--- config.mk ---
export PLATFORM = sky130hd
export DESIGN_NAME = inverter_selftest_flat
export DESIGN_NICKNAME = d
export VERILOG_FILES = /design/src/rtl/inverter_selftest_if.sv /design/src/rtl/inverter_selftest.sv /design/src/flat_wrapper.sv
export SDC_FILE = /design/constraint.sdc
export NUM_CORES = 1
export LEC_CHECK = 0
export CAP_MARGIN = 25
export CORE_MARGIN = 2
export CORE_UTILIZATION = 35
export DETAILED_ROUTE_END_ITERATION = 16
export SYNTH_ARGS = -nofsm -noshare
export SYNTH_HDL_FRONTEND = slang
export SYNTH_SLANG_ARGS = --single-unit
--- constraint.sdc ---
create_clock -name clk -period 6.35 [get_ports clk]
set_clock_uncertainty 0.15 [all_clocks]
set_input_delay 0.9525 -clock clk [delete_from_list [all_inputs] [get_ports clk]]
set_output_delay 0.9525 -clock clk [all_outputs]
set_load 0.02 [all_outputs]
--- src/rtl/inverter_selftest_if.sv ---
// Operand/result link between the self-test engine and one inverter instance.
`timescale 1ns/1ps

interface inverter_selftest_if;
  logic [7:0] dut_a;
  logic [7:0] dut_result;

  modport master (output dut_a, input dut_result);
  modport slave  (input dut_a, output dut_result);
endinterface

--- src/rtl/inverter_selftest.sv ---
// On-chip stimulus/checker for an 8-bit bitwise inverter: drives a fixed+LFSR
// vector stream, samples the fed-back result after a settle window, logs errors.
`timescale 1ns/1ps

module inverter_selftest #(
  parameter int         NUM_VECTORS = 16,
  parameter int         SETTLE      = 1,
  parameter logic [7:0] SEED        = 8'hAD
) (
  input  logic                       clk,
  input  logic                       rst_n,
  input  logic                       start,
  inverter_selftest_if.master        inv,
  output logic                       busy,
  output logic                       done,
  output logic                       pass,
  output logic [7:0]                 err_count,
  output logic [7:0]                 first_fail_a,
  output logic [7:0]                 first_fail_result
);

  typedef enum logic [1:0] {
    IDLE  = 2'd0,
    DRIVE = 2'd1,
    CHECK = 2'd2,
    DONE  = 2'd3
  } state_t;

  localparam logic [7:0] IDX_LAST    = 8'(NUM_VECTORS - 1);
  localparam logic [3:0] SETTLE_LAST = 4'(SETTLE - 1);

  // Galois right-shift LFSR, taps 8'hB8
  function automatic logic [7:0] lfsr_step(input logic [7:0] x);
    logic [7:0] y;
    y = x >> 1;
    if (x[0]) begin
      y = y ^ 8'hB8;
    end else begin
      y = y;
    end
    return y;
  endfunction

  state_t     state_r;
  logic [7:0] dut_a_r;
  logic [7:0] idx_r;
  logic [3:0] settle_r;
  logic [7:0] lfsr_r;
  logic [7:0] err_count_r;
  logic [7:0] first_fail_a_r;
  logic [7:0] first_fail_result_r;
  logic       busy_r;
  logic       done_r;
  logic       pass_r;

  logic       mismatch_s;
  logic [7:0] err_next_s;
  logic [7:0] next_vec_s;

  // Compare result, next error count and next vector in the stream
  always_comb begin
    mismatch_s = (inv.dut_result != ~dut_a_r);
    err_next_s = err_count_r + {7'd0, mismatch_s};
    next_vec_s = 8'h00;
    case (idx_r)
      8'd0:    next_vec_s = 8'hFF;
      8'd1:    next_vec_s = SEED;
      default: next_vec_s = lfsr_step(lfsr_r);
    endcase
  end

  // Run-control FSM with all outputs held in registers
  always_ff @(posedge clk) begin
    if (!rst_n) begin
      state_r             <= IDLE;
      dut_a_r             <= 8'h00;
      idx_r               <= 8'd0;
      settle_r            <= 4'd0;
      lfsr_r              <= 8'h00;
      err_count_r         <= 8'd0;
      first_fail_a_r      <= 8'h00;
      first_fail_result_r <= 8'h00;
      busy_r              <= 1'b0;
      done_r              <= 1'b0;
      pass_r              <= 1'b0;
    end else begin
      case (state_r)
        IDLE, DONE: begin
          if (start) begin
            state_r             <= DRIVE;
            dut_a_r             <= 8'h00;
            idx_r               <= 8'd0;
            settle_r            <= 4'd0;
            lfsr_r              <= 8'h00;
            err_count_r         <= 8'd0;
            first_fail_a_r      <= 8'h00;
            first_fail_result_r <= 8'h00;
            busy_r              <= 1'b1;
            done_r              <= 1'b0;
            pass_r              <= 1'b0;
          end else begin
            state_r <= state_r;
          end
        end
        DRIVE: begin
          settle_r <= settle_r + 4'd1;
          if (settle_r == SETTLE_LAST) begin
            state_r <= CHECK;
          end else begin
            state_r <= DRIVE;
          end
        end
        CHECK: begin
          err_count_r <= err_next_s;
          // err_count still zero means this is the run's first mismatch
          if (mismatch_s && (err_count_r == 8'd0)) begin
            first_fail_a_r      <= dut_a_r;
            first_fail_result_r <= inv.dut_result;
          end else begin
            first_fail_a_r      <= first_fail_a_r;
            first_fail_result_r <= first_fail_result_r;
          end
          if (idx_r == IDX_LAST) begin
            state_r <= DONE;
            busy_r  <= 1'b0;
            done_r  <= 1'b1;
            pass_r  <= (err_next_s == 8'd0);
          end else begin
            state_r  <= DRIVE;
            dut_a_r  <= next_vec_s;
            lfsr_r   <= next_vec_s;
            idx_r    <= idx_r + 8'd1;
            settle_r <= 4'd0;
          end
        end
        default: begin
          state_r <= IDLE;
          busy_r  <= 1'b0;
          done_r  <= 1'b0;
          pass_r  <= 1'b0;
        end
      endcase
    end
  end

  assign inv.dut_a         = dut_a_r;
  assign busy              = busy_r;
  assign done              = done_r;
  assign pass              = pass_r;
  assign err_count         = err_count_r;
  assign first_fail_a      = first_fail_a_r;
  assign first_fail_result = first_fail_result_r;

endmodule

--- src/flat_wrapper.sv ---
// flat-port wrapper written by rule: the top's interface ports become plain ports
module inverter_selftest_flat 
#(
  parameter int         NUM_VECTORS = 16,
  parameter int         SETTLE      = 1,
  parameter logic [7:0] SEED        = 8'hAD
)
  (clk, rst_n, start, busy, done, pass, err_count, first_fail_a, first_fail_result, inv_dut_a, inv_dut_result);
  inverter_selftest_if inv_i ();
  input  logic clk;
  input  logic rst_n;
  input  logic start;
  output logic busy;
  output logic done;
  output logic pass;
  output logic [7:0] err_count;
  output logic [7:0] first_fail_a;
  output logic [7:0] first_fail_result;
  output wire logic [$bits(inv_i.dut_a)-1:0] inv_dut_a;
  input wire logic [$bits(inv_i.dut_result)-1:0] inv_dut_result;
  assign inv_dut_a = inv_i.dut_a;
  assign inv_i.dut_result = inv_dut_result;
  inverter_selftest #(.NUM_VECTORS(NUM_VECTORS), .SETTLE(SETTLE), .SEED(SEED)) u_core (.clk(clk), .rst_n(rst_n), .start(start), .inv(inv_i), .busy(busy), .done(done), .pass(pass), .err_count(err_count), .first_fail_a(first_fail_a), .first_fail_result(first_fail_result));
endmodule
run_1/layer_met1.png
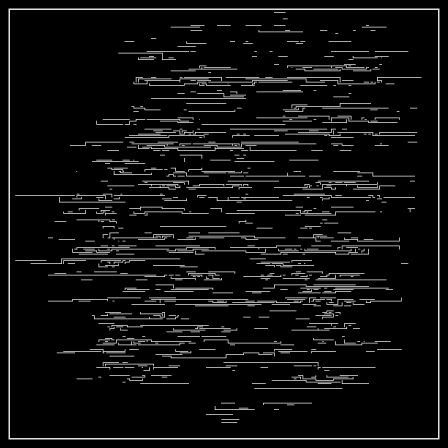
317 nets have wire on it. The wires run mostly horizontal. The longest straight run is 24.8 um. The layer carries 2910 um of wire. The layer holds 48% of the routed length.

run_1/layer_met2.png
The bar under the picture is 20 um long.
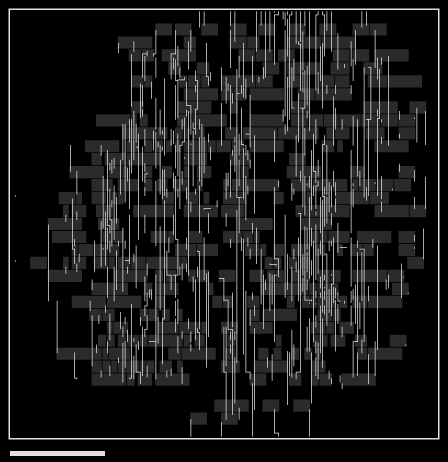
The layer holds 47% of the routed length. The wires run mostly vertical. 285 nets have wire on it. The longest straight run is 34.3 um.

run_1/layer_met3.png
The bar under the picture is 20 um long.
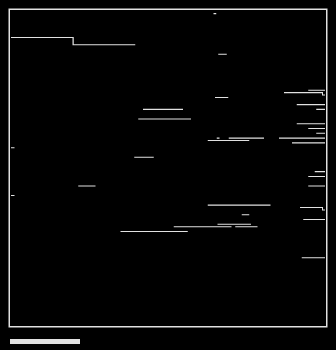
The longest straight run is 18.9 um. The wires run mostly horizontal. The layer holds 4.3% of the routed length.

==> reports/summary.log, run 1 <==
[cells_and_area] most frequently placed logic cell in the final layout sky130_fd_sc_hd__dfxtp_1
[power_and_ir_drop] leakage power 1.120 nW
[yosys] count of library flops with an enable pin 0
[grt] maximum number of pins on one net before global-route repair 38
[cells_and_area] layout inverter count without the clock tree 9
[critical_path] cell with the biggest individual delay on the critical path sky130_fd_sc_hd__clkdlybuf4s50_1
[grt] GR Util All Layers 0.1564
[clocking] post-CTS setup buffer count 0
[timing] number of endpoints failing setup at the final stage 0
[yosys] net count of the mapped netlist 317
[cells_and_area] final sequential cell count 49
[run_status] run status finished, final reports clean
[yosys] yosys xor share 0.06803
[placement] instance area at placement 0.003070 mm^2
[cells_and_area] most used cells in the layout excluding fill and tap cells sky130_fd_sc_hd__dfxtp_1 (49), sky130_fd_sc_hd__clkdlybuf4s50_1 (45), sky130_fd_sc_hd__nand2_1 (27)
[grt] number of global-route vias before repair 2169
[clocking] Sinks on Clock Net 49
[clocking] clk buf depth 2
[floorplanning] number of placed I/O pins 46
[grt] layer with the highest usage met2
[yosys] area fraction in full adders, half adders and majority gates 0.04373
[job] max cap viols 0
[clocking] number of instances resized during post-cts repair 0
[timing] final-layout setup total negative slack 0 ns
[timing] worst path setup slack after routing 3.219 ns
[worst_hold_path] class of the most critical hold timing path reg2reg
[cells_and_area] final net count 351
[yosys] unique cell type count in the Yosys netlist 45
[grt] fraction of met1 tracks used by global routing 0.2069
[power_and_ir_drop] share of total power in the clock network 0.255
[critical_path] cells along the critical path clkdlybuf4s50_1 > xnor2_1 > nor4_2 > nand2_1 > ha_1 > ha_1 > a211oi_1 > a41oi_1 > o21ai_0 > nand4b_1 > o21ai_0
[power_and_ir_drop] fraction of power consumed by sequential logic 0.449
[floorplanning] Core Box Area 0.007176 mm^2
[route] routed wire length 6125 um
[yosys] part of the Yosys area used for sequential elements 0.3810
[clocking] clock latency on the worst-skew pair 0.30 ns
[yosys] average cell area after synthesis 8.670 um^2
[cells_and_area] Util after Layout 0.4413
[cells_and_area] Multi-input comb cells 219
[yosys] number of warnings printed during yosys synthesis 0
[yosys] fraction of synthesized cell area taken by the top area cell type 0.3810
[yosys] number of instances in the synthesized netlist 297
[floorplanning] Tap Count 99
[route] detail-routed via count per cell 5.121
[floorplanning] share of the core filled by cells before placement 0.3588
[placement] worst setup slack after placement 2.929 ns
[route] post-route antenna net violation count 0
[floorplanning] site row count 31
[yosys] most used standard cell by instance count after synthesis sky130_fd_sc_hd__dfxtp_1
[route] routed vias 2207
[route] average wire per cell in the routed design 14.21 um
[critical_path] Crit path arrival time 3.22 ns
[timing] normalized max-slew margin 0.4356
[yosys] dominant synthesized flop cell sky130_fd_sc_hd__dfxtp_1
[critical_path] launching instance or port of the critical path inv_dut_result[7]
[timing] highest clock rate 0.3194 GHz
[route] 1st-pass router iterations 4
[cells_and_area] diodes inserted 0
[power_and_ir_drop] Net Switching 0.0002651 W
[power_and_ir_drop] Top Consumer sequential cells
[job] Log Warnings 30
[critical_path] FF-to-FF setup slack 3.60 ns
[route] top routing layer in use met4
[yosys] post-synthesis cell type with the largest combined area sky130_fd_sc_hd__dfxtp_1
[clocking] Clock Pin Slew Worst Setup and Hold Paths 0.10 ns
[route] Iter 0 DRT Violations 75
[yosys] fraction of registers with async set/reset 0
[placement] Port Buf Inserts 45
[cells_and_area] register share of the cell area 0.3098
[power_and_ir_drop] part of the total power dissipated in combinational logic 0.297
[grt] first-pass GRT wire length 10580 um
[cells_and_area] Layout clock buffers 6
[critical_path] category of cells accounting for the largest share of critical-path delay AND-OR/OR-AND gates
[clocking] hold buffer count at cts 0
[cells_and_area] fraction of area in clock buffers and inverters 0.03042
[power_and_ir_drop] flip-flop and latch power 0.000349 W
[critical_path] Buf+Inv Stages, Crit Path 1
-- run 1: sequential cells by signal (all words and copies together), names as in the netlist --
register	cells
u_core.busy	1
u_core.pass	1
u_core.state_r	2
u_core.settle_r	4
u_core.done	1
u_core.first_fail_result	8
u_core.idx_r	8
u_core.inv.dut_a	8
u_core.first_fail_a	8
u_core.err_count	8
-- run 1: stage by stage --
step	power [W]	hold WS (ns)	cells
global route	0.0008260	0.3293	431
detailed placement	0.0005877	0.2921	423
floorplan	0.0005141	0.3125	297
CTS	0.0007871	0.3064	431
finish	0.0007771	0.3140	431
global placement	0.0005848	0.2949	423
-- run 1: tightest hold or removal path: stages, from the launching register on --
cell,delay [ns]
sky130_fd_sc_hd__dfxtp_1,0.32
sky130_fd_sc_hd__nand2_1,0.05
sky130_fd_sc_hd__o2bb2ai_1,0.05
==> run 1 -> run 2 <==
Clock period 6.35 ns to 3.2 ns, I/O delays scaled along.
==> reports/summary.log, run 2 <==
[run_status] run status finished, final reports clean
[yosys] number of instances in the synthesized netlist 297 [unchanged]
[clocking] post-CTS setup buffer count 0 [unchanged]
[grt] Overflow after GRT 0
[grt] GR Util All Layers 0.1570 [+0.0006550]
[grt] number of global-route vias before repair 2185 [+0.74%]
[timing] fin. max-slew vios 0
[timing] normalized max-slew margin 0.5860 [+0.1504]
[yosys] top logic cell family in the synthesized netlist simple AND/OR/NAND/NOR gates
[grt] fraction of met1 tracks used by global routing 0.2041 [-0.002826]
[route] post-route antenna net violation count 0 [unchanged]
[route] top routing layer in use met4
[yosys] unique cell type count in the Yosys netlist 45 [unchanged]
[critical_path] cells along the critical path clkdlybuf4s50_1 > xnor2_1 > nor4_2 > nand2_1 > ha_1 > ha_1 > a211oi_1 > a41oi_1 > o21ai_0 > nand4b_1 > o21ai_0
[grt] first-pass GRT wire length 10480 um [-0.91%]
[route] DR WL met3 200 um
[grt] antenna violations before repair 0
[critical_path] type of element capturing the critical path register
[critical_path] FF-to-FF setup slack 0.76 ns [-2.84 ns]
[clocking] clk buf depth 2 [unchanged]
[critical_path] type of element launching the critical path input pin
[yosys] yosys xor share 0.06803 [unchanged]
[yosys] register bit count reported by yosys 49
[timing] highest clock rate 0.3821 GHz
[clocking] Sinks on Clock Net 49 [unchanged]
[placement] Port Buf Inserts 45 [unchanged]
[route] detail-routed via count per cell 5.144 [+0.47%]
[floorplanning] die width 89.78 um
[job] Log Warnings 30 [unchanged]
[cells_and_area] diodes inserted 0 [unchanged]
[clocking] root buffer cell sky130_fd_sc_hd__clkbuf_8
[critical_path] Crit path arrival time 2.70 ns [-0.52 ns]
[grt] fraction of met2 tracks used by global routing 0.2639
[clocking] number of H-tree levels 2
[worst_hold_path] HP Start u_core.first_fail_a[3]
[yosys] part of the Yosys area used for sequential elements 0.3810 [unchanged]
[cells_and_area] Util after Layout 0.4493 [+0.008021]
[yosys] dominant synthesized flop cell sky130_fd_sc_hd__dfxtp_1
[yosys] area figure in the yosys stat output 0.002575 mm^2
[placement] worst setup slack after placement 0.2672 ns [-2.662 ns]
[critical_path] Crit Path Max Fanout 6
[timing] final worst-path cycle share 0.8179
[yosys] post-synthesis cell type with the largest combined area sky130_fd_sc_hd__dfxtp_1
[timing] setup repair after global routing missed its margin no
[clocking] clock latency on the worst-skew pair 0.30 ns [about the same]
[yosys] top cells by count, synth sky130_fd_sc_hd__dfxtp_1 (49), sky130_fd_sc_hd__nand2_1 (27), sky130_fd_sc_hd__nand3_1 (20), sky130_fd_sc_hd__nor2_1 (16), sky130_fd_sc_hd__o21ai_0 (14)
[clocking] hold buffer count at cts 0 [unchanged]
[placement] half-perimeter wire length after placement 4464 um
[timing] clock period minus worst slack 2.617 ns
[yosys] area fraction in full adders, half adders and majority gates 0.04373 [unchanged]
[power_and_ir_drop] leakage power 1.153 nW [+2.9%]
[route] drt drc 0
[yosys] fraction of synthesized cell area taken by the top area cell type 0.3810 [unchanged]
[route] met1 wire length 2957 um
[timing] final hold viol count 0
[cells_and_area] most frequently placed logic cell in the final layout sky130_fd_sc_hd__dfxtp_1
[yosys] AND/OR/NAND/NOR Cells, Area Fraction 0.2362
[yosys] count of library flops with an enable pin 0 [unchanged]
[yosys] most used standard cell by instance count after synthesis sky130_fd_sc_hd__dfxtp_1
[yosys] number of warnings printed during yosys synthesis 0 [unchanged]
[timing] worst path setup slack after routing 0.5827 ns [-2.636 ns]
[placement] final estimated routing congestion in global placement 0.7523
[critical_path] source of the worst register-to-register timing path u_core.inv.dut_a[4]
[floorplanning] share of the core filled by cells before placement 0.3588 [unchanged]
[route] metal2 WL 2990 um
[timing] number of endpoints failing setup at the final stage 0 [unchanged]
[cells_and_area] most used cells in the layout excluding fill and tap cells sky130_fd_sc_hd__dfxtp_1 (49), sky130_fd_sc_hd__clkdlybuf4s50_1 (45), sky130_fd_sc_hd__nand2_1 (27)
[placement] DP Cell Count 428 [+1.2%]
[critical_path] number of cell instances on the worst register-to-register path 10
[floorplanning] Die H 89.78 um
[critical_path] cell with the biggest individual delay on the critical path sky130_fd_sc_hd__clkdlybuf4s50_1
[critical_path] Max stage delay on crit path 0.45 ns
[yosys] Cell Area, Synth 0.002575 mm^2
[critical_path] required time of the critical path 3.28 ns
[worst_hold_path] class of the most critical hold timing path reg2reg
[grt] layer with the highest usage met2
[yosys] multiplexer fraction of the synthesized cell area 0.008260
[yosys] biggest area cells sky130_fd_sc_hd__dfxtp_1 (38%), sky130_fd_sc_hd__ha_1 (4.4%), sky130_fd_sc_hd__nand2_1 (3.9%)
[yosys] Synth Area in Compound Gates 0.2133
[timing] transition at the pin with the smallest max-transition slack 0.6164 ns
[cells_and_area] layout cell share with drive strength beyond 1 0.08605
[yosys] number of standard cells reported by yosys 297
[cells_and_area] relative area change from synthesis to final layout 25.22%
[clocking] number of instances resized during post-cts repair 0 [unchanged]
[floorplanning] number of placed I/O pins 46 [unchanged]
[route] 1st-pass router iterations 4 [unchanged]
[worst_hold_path] hold worst-path end u_core.first_fail_a[3]
[floorplanning] site row count 31 [unchanged]
[critical_path] Buf+Inv Stages, Crit Path 1 [unchanged]
[critical_path] launching instance or port of the critical path inv_dut_result[7]
[job] max cap viols 0 [unchanged]
[clocking] clock tree from TritonCTS yes
[cells_and_area] final net count 356 [+1.4%]
[route] average wire per cell in the routed design 14.17 um [-0.26%]
[worst_hold_path] depth of the worst hold-timing path 2
[floorplanning] chip area 0.008060 mm^2
[power_and_ir_drop] power density over the cells 505.0 mW/mm^2
[power_and_ir_drop] Power, Total 0.001628 W [+110%]
[clocking] Clock Pin Slew Worst Setup and Hold Paths 0.09 ns [about the same]
[cells_and_area] Post-Layout Cell Count 436 [+1.2%]
[critical_path] RR Endpoint u_core.pass
[grt] maximum number of pins on one net before global-route repair 18 [-53%]
[clocking] cts bufs inserted 5
[yosys] fraction of registers with async set/reset 0 [unchanged]
[floorplanning] Core Box Area 0.007176 mm^2 [unchanged]
[yosys] average cell area after synthesis 8.670 um^2 [unchanged]
[route] Iter 0 DRT Violations 63 [-16%]
[critical_path] startpoint-to-endpoint class of the critical path in2reg
[yosys] net count of the mapped netlist 317 [unchanged]
[critical_path] path length in cells of the critical path 11
[power_and_ir_drop] worst vdd ir 208.4 uV
[timing] final-layout setup total negative slack 0 ns [unchanged]
[critical_path] category of cells accounting for the largest share of critical-path delay simple AND/OR/NAND/NOR gates
[critical_path] destination of the critical timing path u_core.pass
-- run 2: stage by stage --
step,hold WS [ns],cell area (um^2)
global placement,0.2916,3108
detailed placement,0.3002,3108
finish,0.3152,3224
global route,0.3395,3224
CTS,0.3135,3224
floorplan,0.3125,2575
-- run 2: cell type report --
type	count	area (um^2)
Timing Repair Buffer	52	503.0
Sequential cell	49	980.9
Tap cell	99	123.9
Multi-Input combinational cell	219	1466
Inverter	9	33.78
Fill cell	699	3951
Clock inverter	1	30.03
Clock buffer	7	86.33
-- run 2: report_power, final --
group	leakage [nW]	internal, W	switching (W)
sequential	0.397	0.000653	0.0000355
clock	0.0585	0.000255	0.000209
combinational	0.698	0.000199	0.000276
run_2/layer_met2.png
The bar under the picture is 20 um long.
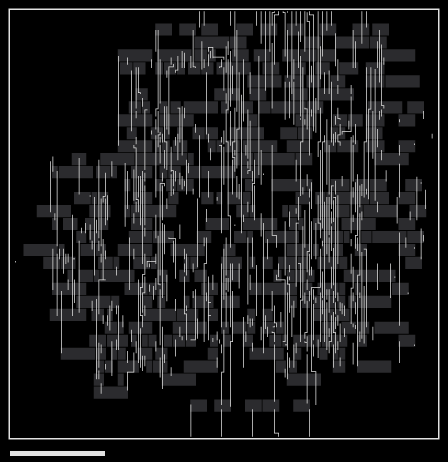
The longest straight run is 29.2 um. The wires run mostly vertical. The layer carries 2990 um of wire. 297 nets have wire on it. The layer holds 48% of the routed length.

run_2/detail.png
The bar under the picture is 5 um long. Region (12, 57) to (32, 77) um. Cells in gray, sequential cells in the stronger gray; small squares are vias.
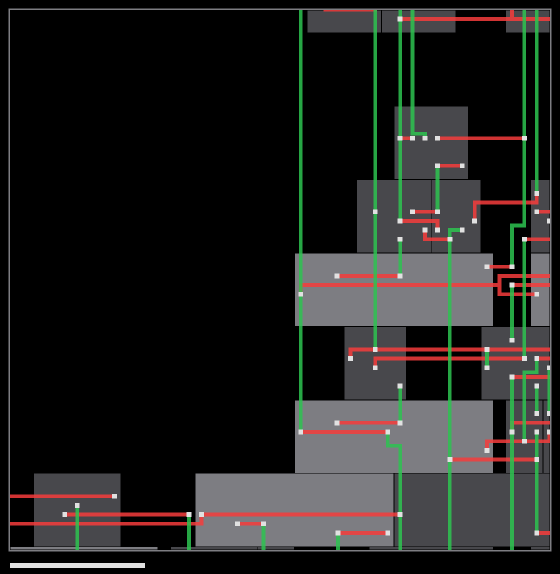
metal 1: in red. metal 2: in green.
Sequential cells in the window: 3. Most frequent: dfxtp_1 (3). 11 logic cells have their middle in the window.

run_2/layer_met3.png
The bar under the picture is 20 um long.
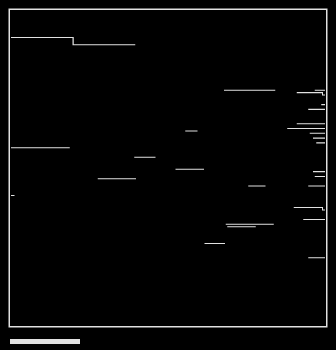
routed wire length: 6180 um
met3 GRT Util: 0.03269
routed vias: 2243

Power figures rest on the tool's default switching activity, not on a simulated workload.
